File: config.mk
export PLATFORM = sky130hd
export DESIGN_NAME = vram_write_scheduler
export DESIGN_NICKNAME = d
export VERILOG_FILES = /design/src/rtl/vram_write_scheduler_pkg.sv /design/src/rtl/vram_write_scheduler_wfifo.sv /design/src/rtl/vram_write_scheduler.sv
export SDC_FILE = /design/constraint.sdc
export NUM_CORES = 1
export LEC_CHECK = 0
export ABC_AREA = 1
export CAP_MARGIN = 30
export CORE_ASPECT_RATIO = 1.2
export CORE_MARGIN = 4
export CORE_UTILIZATION = 40
export DETAILED_ROUTE_END_ITERATION = 7
export GPL_TIMING_DRIVEN = 0
export PLACE_DENSITY_LB_ADDON = 0.12
export SLEW_MARGIN = 15
export SYNTH_ARGS = -nofsm -noshare
export SYNTH_HDL_FRONTEND = slang
export SYNTH_SLANG_ARGS = --single-unit
export TNS_END_PERCENT = 5
File: constraint.sdc
create_clock -name gpu_clk -period 5.1 [get_ports gpu_clk]
set_input_delay 1.02 -clock gpu_clk [delete_from_list [all_inputs] [get_ports gpu_clk]]
set_output_delay 1.02 -clock gpu_clk [all_outputs]
set_load 0.05 [all_outputs]
File: src/rtl/vram_write_scheduler_pkg.sv
// Shared types for the VRAM write scheduler.
// Entry bundle, address/data widths and FSM states.
package vram_write_scheduler_pkg;

  typedef logic [15:0] vram_address_t;
  typedef logic [7:0]  data_t;

  typedef struct packed {
    vram_address_t addr;
    data_t         data;
  } wsched_entry_t;

  typedef enum logic [1:0] {
    HOLD,
    DRAIN,
    PASS
  } wsched_state_e;

endpackage

File: src/rtl/vram_write_scheduler_wfifo.sv
// vram_wfifo: synchronous FIFO of wsched_entry_t with
// an explicit occupancy counter and a tail-overwrite port.
module vram_wfifo
  import vram_write_scheduler_pkg::*;
#(
  parameter int DEPTH = 16,
  localparam int AW = $clog2(DEPTH),
  localparam int CW = AW + 1
) (
  input  logic          gpu_clk,
  input  logic          rst,
  input  logic          push,
  input  logic          pop,
  input  logic          ovr,
  input  wsched_entry_t wdata,
  output wsched_entry_t head,
  output wsched_entry_t tail,
  output logic          full,
  output logic          empty,
  output logic [CW-1:0] count
);

  wsched_entry_t mem [DEPTH];
  logic [AW-1:0] wr_ptr;
  logic [AW-1:0] rd_ptr;
  logic [AW-1:0] tl_ptr;

  assign tl_ptr = wr_ptr - AW'(1);

  always_ff @(posedge gpu_clk) begin
    if (rst) begin
      wr_ptr <= '0;
      rd_ptr <= '0;
      count  <= '0;
    end else begin
      if (push) wr_ptr <= wr_ptr + AW'(1);
      if (pop)  rd_ptr <= rd_ptr + AW'(1);
      count <= count + CW'(push) - CW'(pop);
    end
  end

  // Storage needs no reset; occupancy is tracked by count.
  always_ff @(posedge gpu_clk) begin
    if (push)     mem[wr_ptr] <= wdata;
    else if (ovr) mem[tl_ptr] <= wdata;
  end

  assign head  = mem[rd_ptr];
  assign tail  = mem[tl_ptr];
  assign full  = (count == CW'(DEPTH));
  assign empty = (count == '0);

endmodule

File: src/rtl/vram_write_scheduler.sv
// Queues CPU VRAM writes and releases them only in the writable window.
// Define VRAM_WSCHED_COALESCE_EN to merge same-address writes into the tail.
module vram_write_scheduler
  import vram_write_scheduler_pkg::*;
#(
  parameter int DEPTH = 16,
  localparam int CW = $clog2(DEPTH) + 1
) (
  input  logic          gpu_clk,
  input  logic          rst,
  input  logic          wen_i,
  input  logic          SELECT_vram_i,
  input  vram_address_t vram_address_i,
  input  data_t         data_i,
  input  logic          writable_i,
  input  logic          clr_overflow_i,
  output logic          vram_wen_o,
  output vram_address_t vram_address_o,
  output data_t         data_o,
  output logic [CW-1:0] count_o,
  output logic          full_o,
  output logic          overflow_o
);

  wsched_state_e state_q;
  wsched_state_e state_d;

  wsched_entry_t in_entry;
  wsched_entry_t head;
  wsched_entry_t tail;
  wsched_entry_t issue_entry;

  logic          accept;
  logic          pop;
  logic          push;
  logic          bypass;
  logic          hit;
  logic          drop;
  logic          issue;
  logic          q_full;
  logic          q_empty;
  logic [CW-1:0] q_count;
  logic [CW-1:0] cnt_next;

  assign accept   = wen_i && SELECT_vram_i;
  assign in_entry = '{addr: vram_address_i, data: data_i};

  assign pop    = (state_q == DRAIN) && writable_i && !q_empty;
  assign bypass = (state_q == PASS) && writable_i && accept;

`ifdef VRAM_WSCHED_COALESCE_EN
  // A tail that leaves this cycle cannot absorb the write.
  assign hit = accept && !bypass && !q_empty &&
               (tail.addr == vram_address_i) &&
               !(pop && q_count == CW'(1));
`else
  assign hit = 1'b0;
  wire unused_tail = ^tail;
`endif

  assign push = accept && !bypass && !hit && (!q_full || pop);
  assign drop = accept && !bypass && !hit && q_full && !pop;

  assign issue       = pop || bypass;
  assign issue_entry = bypass ? in_entry : head;
  assign cnt_next    = q_count + CW'(push) - CW'(pop);

  vram_wfifo #(
    .DEPTH(DEPTH)
  ) u_fifo (
    .gpu_clk(gpu_clk),
    .rst    (rst),
    .push   (push),
    .pop    (pop),
    .ovr    (hit),
    .wdata  (in_entry),
    .head   (head),
    .tail   (tail),
    .full   (q_full),
    .empty  (q_empty),
    .count  (q_count)
  );

  always_comb begin
    state_d = state_q;
    unique case (state_q)
      HOLD, DRAIN, PASS: begin
        if (!writable_i)          state_d = HOLD;
        else if (cnt_next == '0)  state_d = PASS;
        else                      state_d = DRAIN;
      end
      default: state_d = HOLD;
    endcase
  end

  always_ff @(posedge gpu_clk) begin
    if (rst) begin
      state_q        <= HOLD;
      vram_wen_o     <= 1'b0;
      vram_address_o <= '0;
      data_o         <= '0;
      overflow_o     <= 1'b0;
    end else begin
      state_q    <= state_d;
      vram_wen_o <= issue;
      if (issue) begin
        vram_address_o <= issue_entry.addr;
        data_o         <= issue_entry.data;
      end
      if (clr_overflow_i) overflow_o <= 1'b0;
      else if (drop)      overflow_o <= 1'b1;
    end
  end

  assign count_o = q_count;
  assign full_o  = q_full;

endmodule

### Drive-strength map, run 1

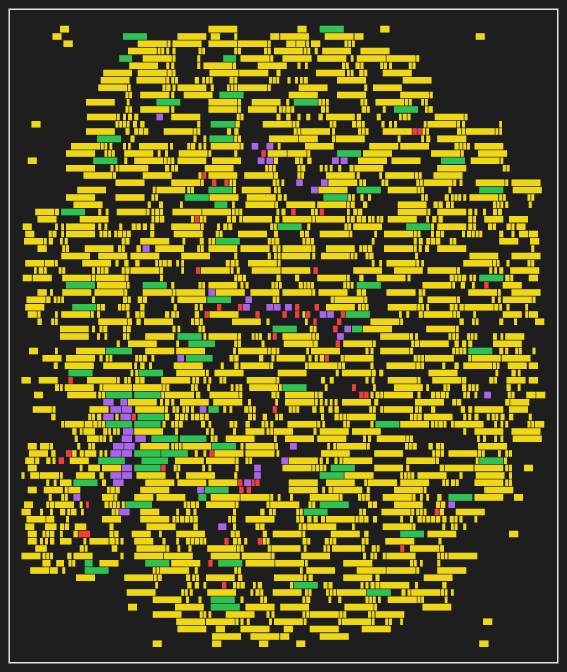
legend:
  _2 cells:
    color: red
    cells: 51
    share: 2.6%
  _6 and larger:
    color: green
    cells: 75
    share: 3.8%
  _3 and _4 cells:
    color: purple
    cells: 51
    share: 2.6%
  _0 and _1 cells:
    color: yellow
    cells: 1784
    share: 91%

### Routed metal per tile, run 1

The die is cut into 20 by 24 equal tiles; dark blue is low, red is high, scaled to the fullest tile. Values are wire area over tile area, all layers added.
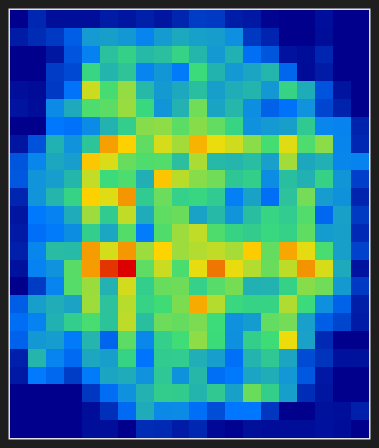
nearly empty tiles: 9.8%
densest ninth of the die: center
emptiest ninth of the die: upper right
tiles over half the peak: 23%
mean over tiles: 0.17
fullest tile: 0.50

### Placement view, run 1

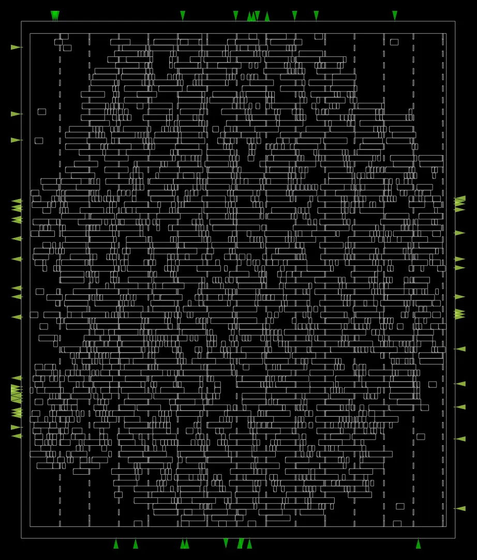
Seq area share: 0.572
Core Rows: 85
Core ar.: 45100 µm²
Finished Layout Cells: 2572
final core occ: 0.482

### Clock distribution, run 1

Bar = 50 µm.
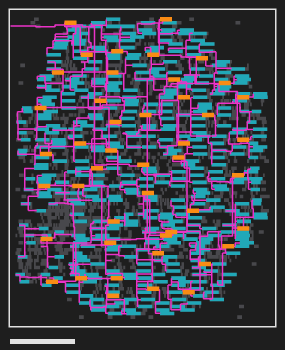
legend:
  clock drivers:
    color: orange
    count: 45
  clock wires:
    color: magenta
    length: 5360 µm
  flip-flops:
    color: cyan
    count: 429
flops lie: all over the die

[run 1: area by class of cell]
type / count / area [µm²]
Fill cell: 4185 / 23300
Sequential cell: 429 / 12400
Multi-Input combinational cell: 1061 / 4660
Clock buffer: 57 / 1290
Timing Repair Buffer: 76 / 1040
Inverter: 221 / 830
Tap cell: 609 / 762
Buffer: 92 / 508
Clock inverter: 25 / 220
Antenna cell: 2 / 5.00
[run 1: kinds of logic (layout without fill, tap and decap cells)]
group,count (synthesis),count (layout)
compound gates,40,40
xor+xnor,5,5
fa+ha+maj,12,12
buf+inv,313,471
flops,429,429
other cells,0,2
simple gates,1004,1004
==> results.json, run 1 <==
{
  "power_per_cell_area_nw_per_um2": 421,
  "wire_per_inst_um": 19.9,
  "xor_share": 0.00239,
  "min_to": "vram_address_o[6]",
  "cts.path.max_buffers": 3,
  "grt-busiest-layer": "met2",
  "wl_met3_mm": 2.56,
  "reg2reg_slack_ns": 2.48,
  "crit_arrival_ns": 2.13,
  "grt_pass1_vias": 12377,
  "grt_pass1_wl_mm": 76.6,
  "io_buffer_count": 60,
  "hold_slack_ns": 0.463,
  "drv_cap": 0,
  "final_layout_size_suffix_gt1_frac": 0.0903,
  "avgViaCountPerCell": 4.92,
  "io_pins": 62,
  "grt_start_max_net_pins": 18,
  "p_clk_mw": 3.33,
  "dpl.cell_count": 2488,
  "ys.flops": 429,
  "ys_sh_aoi": 0.0110,
  "nNetsFinal": 1968,
  "path_delay_family": "buffers and inverters",
  "critPathMaxFanout": 3,
  "ctsResizeCount": 0,
  "status": "complete, no violations",
  "cts_sinks": 429,
  "mux_share": 0,
  "async_flop_share": 0,
  "cts_hold_buffers": 0,
  "cp_num_cells": 5,
  "rsz0062_at_grt": "false",
  "cts_buffers": 45,
  "setup-tns-final_ns": 0,
  "netlist.area_leader.share": 0.630,
  "p_comb_frac": 0.202,
  "warnings": 30,
  "power_frac_clock": 0.363,
  "leakage_nw": 8.77
}
==> run 2, diff against run 1 <==
==> constraint.sdc (replaced) <==
create_clock -name gpu_clk -period 3.3 [get_ports gpu_clk]
set_input_delay 0.66 -clock gpu_clk [delete_from_list [all_inputs] [get_ports gpu_clk]]
set_output_delay 0.66 -clock gpu_clk [all_outputs]
set_load 0.05 [all_outputs]
==> run 2 against run 1 <==
Against the previous run:
- critical endpoint unchanged
- sequential power grew 54%
- clock power rose by 54%
- critical path depth unchanged
- non-clock buffer count stayed put
- die size unchanged
- sequential cell count did not move
- critical path type unchanged
- area after synthesis is the same
==> results.json, run 2 <==
{
  "clkCellAreaFrac": 0.0693,
  "placedInstanceArea_um2": 20200,
  "critPathMaxFanout": 3,
  "dominant_cells": "sequential cells",
  "rsz0062_at_grt": "false",
  "ctsResizeCount": 0,
  "path_clk_slew_ns": 0.07,
  "power_per_cell_area_nw_per_um2": 651,
  "nFillCells": 4185,
  "cts_hold_buffers": 0,
  "grt-busiest-layer": "met2",
  "layout.nonclk_buf_frac": 0.0712,
  "wl_met3_mm": 2.56,
  "ys.flops": 429,
  "synthToLayoutAreaGrowth_pct": 18.8,
  "area_leaders": "edfxtp_1 63%, nand2_1 13%, nand3_1 7.4%",
  "n_tap_cell": 609,
  "cts.path.max_buffers": 3,
  "async_flop_share": 0,
  "nNetsFinal": 1968,
  "power_frac_clock": 0.363,
  "synthDistinctLibCells": 24,
  "hold_viol": 0,
  "warnings": 30,
  "clock_buffers": 57,
  "top_regs": "u_fifo.mem: 384 flops, vram_address_o: 16 flops, data_o: 8 flops",
  "nonClockBufferCount": 168,
  "cts_sinks": 429,
  "avgViaCountPerCell": 4.92,
  "grt_pass1_vias": 12377,
  "top_register": "u_fifo.mem",
  "final-comb-area_um2": 4660,
  "grt_pass1_wl_mm": 76.6,
  "power-top-group": "registers",
  "final_layout_size_suffix_gt1_frac": 0.0903,
  "post-route-util": 0.482,
  "instances_no_fill": 2572,
  "netlist_area_um2": 18300,
  "htree_levels": 2,
  "netlist.area_leader.share": 0.630,
  "hp-class": "flip-flop to flip-flop",
  "hold_slack_ns": 0.463,
  "worstReg2RegStart": "u_fifo.count[2]",
  "yosysWarnings": 0,
  "postSynthSeqShare": 0.679,
  "inverters": 221,
  "wire_per_inst_um": 19.9,
  "regArea_um2": 12400,
  "dpl.cell_count": 2488,
  "grt_start_max_net_pins": 18,
  "p_comb_frac": 0.202,
  "drv_cap": 0,
  "seq_share": 0.572,
  "tightest_slew_ns": 0.927,
  "crit_arrival_ns": 2.13,
  "core_area_um2": 45100,
  "io_buffer_count": 60,
  "row_count": 85,
  "p_clk_mw": 5.14,
  "comb_cells": 1061,
  "cts_buffers": 45,
  "grt_util_met2": 0.340,
  "status": "complete, no violations",
  "cts-root-buf": "clkbuf_16",
  "design.seq.count": 429,
  "leakage_nw": 8.77,
  "grtUsageMet1": 0.273,
  "diodes": 2,
  "setup-tns-final_ns": 0,
  "io_pins": 62,
  "comb_share": 0.214
}
## run 2: final timing paths
check                 endpoint  slack (ns)  cells after the start
max reg2reg  u_fifo.mem[4][16]        0.68                      8
min reg2reg  vram_address_o[6]        0.46                      2
max                     full_o        0.51                      5
min          vram_address_o[6]        0.46                      2
## run 2: worst max-delay path: stages, from the launching register on
cell,delay [ns]
dfxtp_1,0.33
inv_1,0.08
ha_1,0.17
nand4_1,0.12
inv_1,0.08
clkdlybuf4s50_1,0.80
## run 2: cell families after synthesis
| group | after synthesis | synth area share |
|---|---|---|
| and+or+nand+nor | 1004 | 0.226 |
| adders and majority gates | 12 | 0.00861 |
| xor gates and xnor gates | 5 | 0.00239 |
| buffers and inverters | 313 | 0.0730 |
| AOI/OAI and AO/OA | 40 | 0.0110 |
| DFF | 429 | 0.679 |
### Routed metal per tile, run 2

The die is cut into 20 by 24 equal tiles; dark blue is low, red is high, scaled to the fullest tile. Values are wire area over tile area, all layers added.
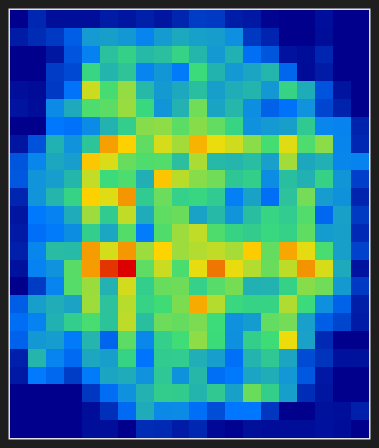
fullest tile: 0.50
mean over tiles: 0.17
tiles over half the peak: 23%
nearly empty tiles: 9.8%
emptiest ninth of the die: upper right

==> run 3, diff against run 2 <==
==> constraint.sdc (replaced) <==
create_clock -name gpu_clk -period 2.7 [get_ports gpu_clk]
set_input_delay 0.54 -clock gpu_clk [delete_from_list [all_inputs] [get_ports gpu_clk]]
set_output_delay 0.54 -clock gpu_clk [all_outputs]
set_load 0.05 [all_outputs]
==> run 3 against run 2 <==
Against the previous run:
- register-to-register slack lost 0.46 ns
- highest routed layer unchanged
- first-iteration DRC count grew 1.6%
- die size is the same
- cell count grew 0.19%
- area after synthesis is the same
- routed wire length is essentially flat
- sequential share of layout area shrank 0.20 points
- clock-buffer cell count is the same
- sequential power grew 22%
- combinational power grew 23%
==> results.json, run 3 <==
{
  "die_h_um": 242,
  "path_delay_family": "adder cells",
  "clock_buffers": 57,
  "cts.path.max_buffers": 3,
  "hold_depth": 2,
  "crit_end": "state_q[1]",
  "tightest_slew_ns": 0.930,
  "top_register": "u_fifo.mem",
  "hold_viol": 0,
  "ys_cells": 1803,
  "htree_levels": 2,
  "grt_pass1_wl_mm": 76.6,
  "worstReg2RegStart": "u_fifo.count[2]",
  "crit_arrival_ns": 3.01,
  "design.seq.count": 429,
  "io_buffer_count": 60,
  "drv_cap": 0,
  "clkCellAreaFrac": 0.0690,
  "avgViaCountPerCell": 4.94,
  "power_per_cell_area_nw_per_um2": 794,
  "ctsResizeCount": 1,
  "grtUsageMet1": 0.273,
  "track_usage": 0.207,
  "power-top-group": "registers",
  "cp_cell_sequence": "clkdlybuf4s50_1 > nor3b_4 > nand2_2 > inv_4 > ha_1 > inv_1 > ha_1 > inv_1 > fa_1 > xnor2_1 > inv_1 > nand3_1 > nor2_2 > nand2_1 > nor2_1",
  "comb_cells": 1061,
  "nNetsFinal": 1973,
  "netlist_area_um2": 18300,
  "mux_share": 0,
  "comb_share": 0.214,
  "synthToLayoutAreaGrowth_pct": 19.2,
  "top_regs": "u_fifo.mem: 384 flops, vram_address_o: 16 flops, data_o: 8 flops",
  "hp-class": "input pin to flip-flop",
  "async_flop_share": 0,
  "status": "complete, no violations",
  "met3_usage": 0.0347,
  "p_clk_mw": 6.28,
  "diodes": 2,
  "reg2regPathDepth": 16,
  "total_power_mw": 17.3,
  "cts_sinks": 429,
  "simple_gate_share": 0.226,
  "io_pins": 62,
  "period_needed_ns": 2.52,
  "critPathMaxFanout": 4,
  "seq_share": 0.570,
  "r2r-end": "state_q[1]",
  "reg2reg_slack_ns": 0.22,
  "rsz0062_at_grt": "true",
  "final-comb-area_um2": 4680,
  "postSynthSeqShare": 0.679,
  "slowest_stage": "clkdlybuf4s50_1",
  "wire_per_inst_um": 19.9,
  "max_stage_delay_ns": 0.51,
  "ys_sh_aoi": 0.0110,
  "yosysWarnings": 0,
  "synthDistinctLibCells": 24,
  "core_area_um2": 45100,
  "path_clk_slew_ns": 0.06,
  "row_count": 85,
  "synth-adder-area-share": 0.00861,
  "area_leaders": "edfxtp_1 63%, nand2_1 13%, nand3_1 7.4%",
  "grt-busiest-layer": "met2",
  "cts_hold_buffers": 0,
  "cts-root-buf": "clkbuf_16",
  "leakage_nw": 8.81,
  "grt_util_met2": 0.340,
  "wl_met3_mm": 2.95,
  "nFillCells": 4177,
  "hold_slack_ns": 0.393,
  "ys.flops": 429,
  "highest-signal-layer": "met4",
  "cts_tree": "yes",
  "xor_share": 0.00239,
  "setup-tns-final_ns": 0,
  "crit_top_cell": "inv_1",
  "n_tap_cell": 609,
  "cts_buffers": 45,
  "path_buffers": 5,
  "min_to": "u_fifo.wr_ptr[3]",
  "cp_num_cells": 15,
  "regArea_um2": 12400,
  "final_layout_size_suffix_gt1_frac": 0.0946,
  "power_frac_clock": 0.362
}
run 3: metrics by stage:
stage / worst slack [ns] / instances / area, µm² / utilization
2_1_floorplan: -0.306 / 1803 / 18300 / -
3_3_place_gp: -1.88 / 2472 / 19700 / 0.436
3_5_place_dp: -0.501 / 2488 / 20200 / 0.449
4_1_cts: 0.0286 / 2570 / 21700 / 0.482
5_1_grt: -0.0392 / 2575 / 21800 / 0.484
6_report: 0.181 / 2577 / 21800 / 0.484
run 3: logic make-up (layout without fill, tap and decap cells):
group	after synthesis	in the layout
DFF	429	429
and+or+nand+nor	1004	1004
AOI/OAI and AO/OA	40	40
xor gates and xnor gates	5	5
other	0	2
buffers and inverters	313	476
adders and majority gates	12	12
### Routed metal per tile, run 3

The die is cut into 20 by 24 equal tiles; dark blue is low, red is high, scaled to the fullest tile. Values are wire area over tile area, all layers added.
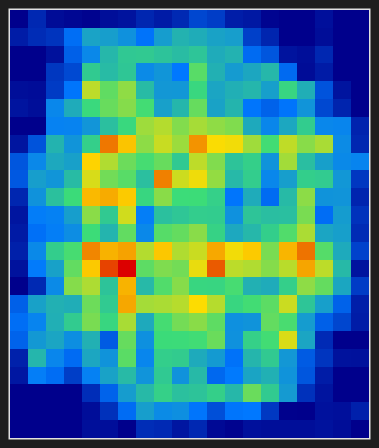
fullest tile: 0.49
tiles over half the peak: 25%
densest ninth of the die: center

Power and IR drop assume default switching activity.
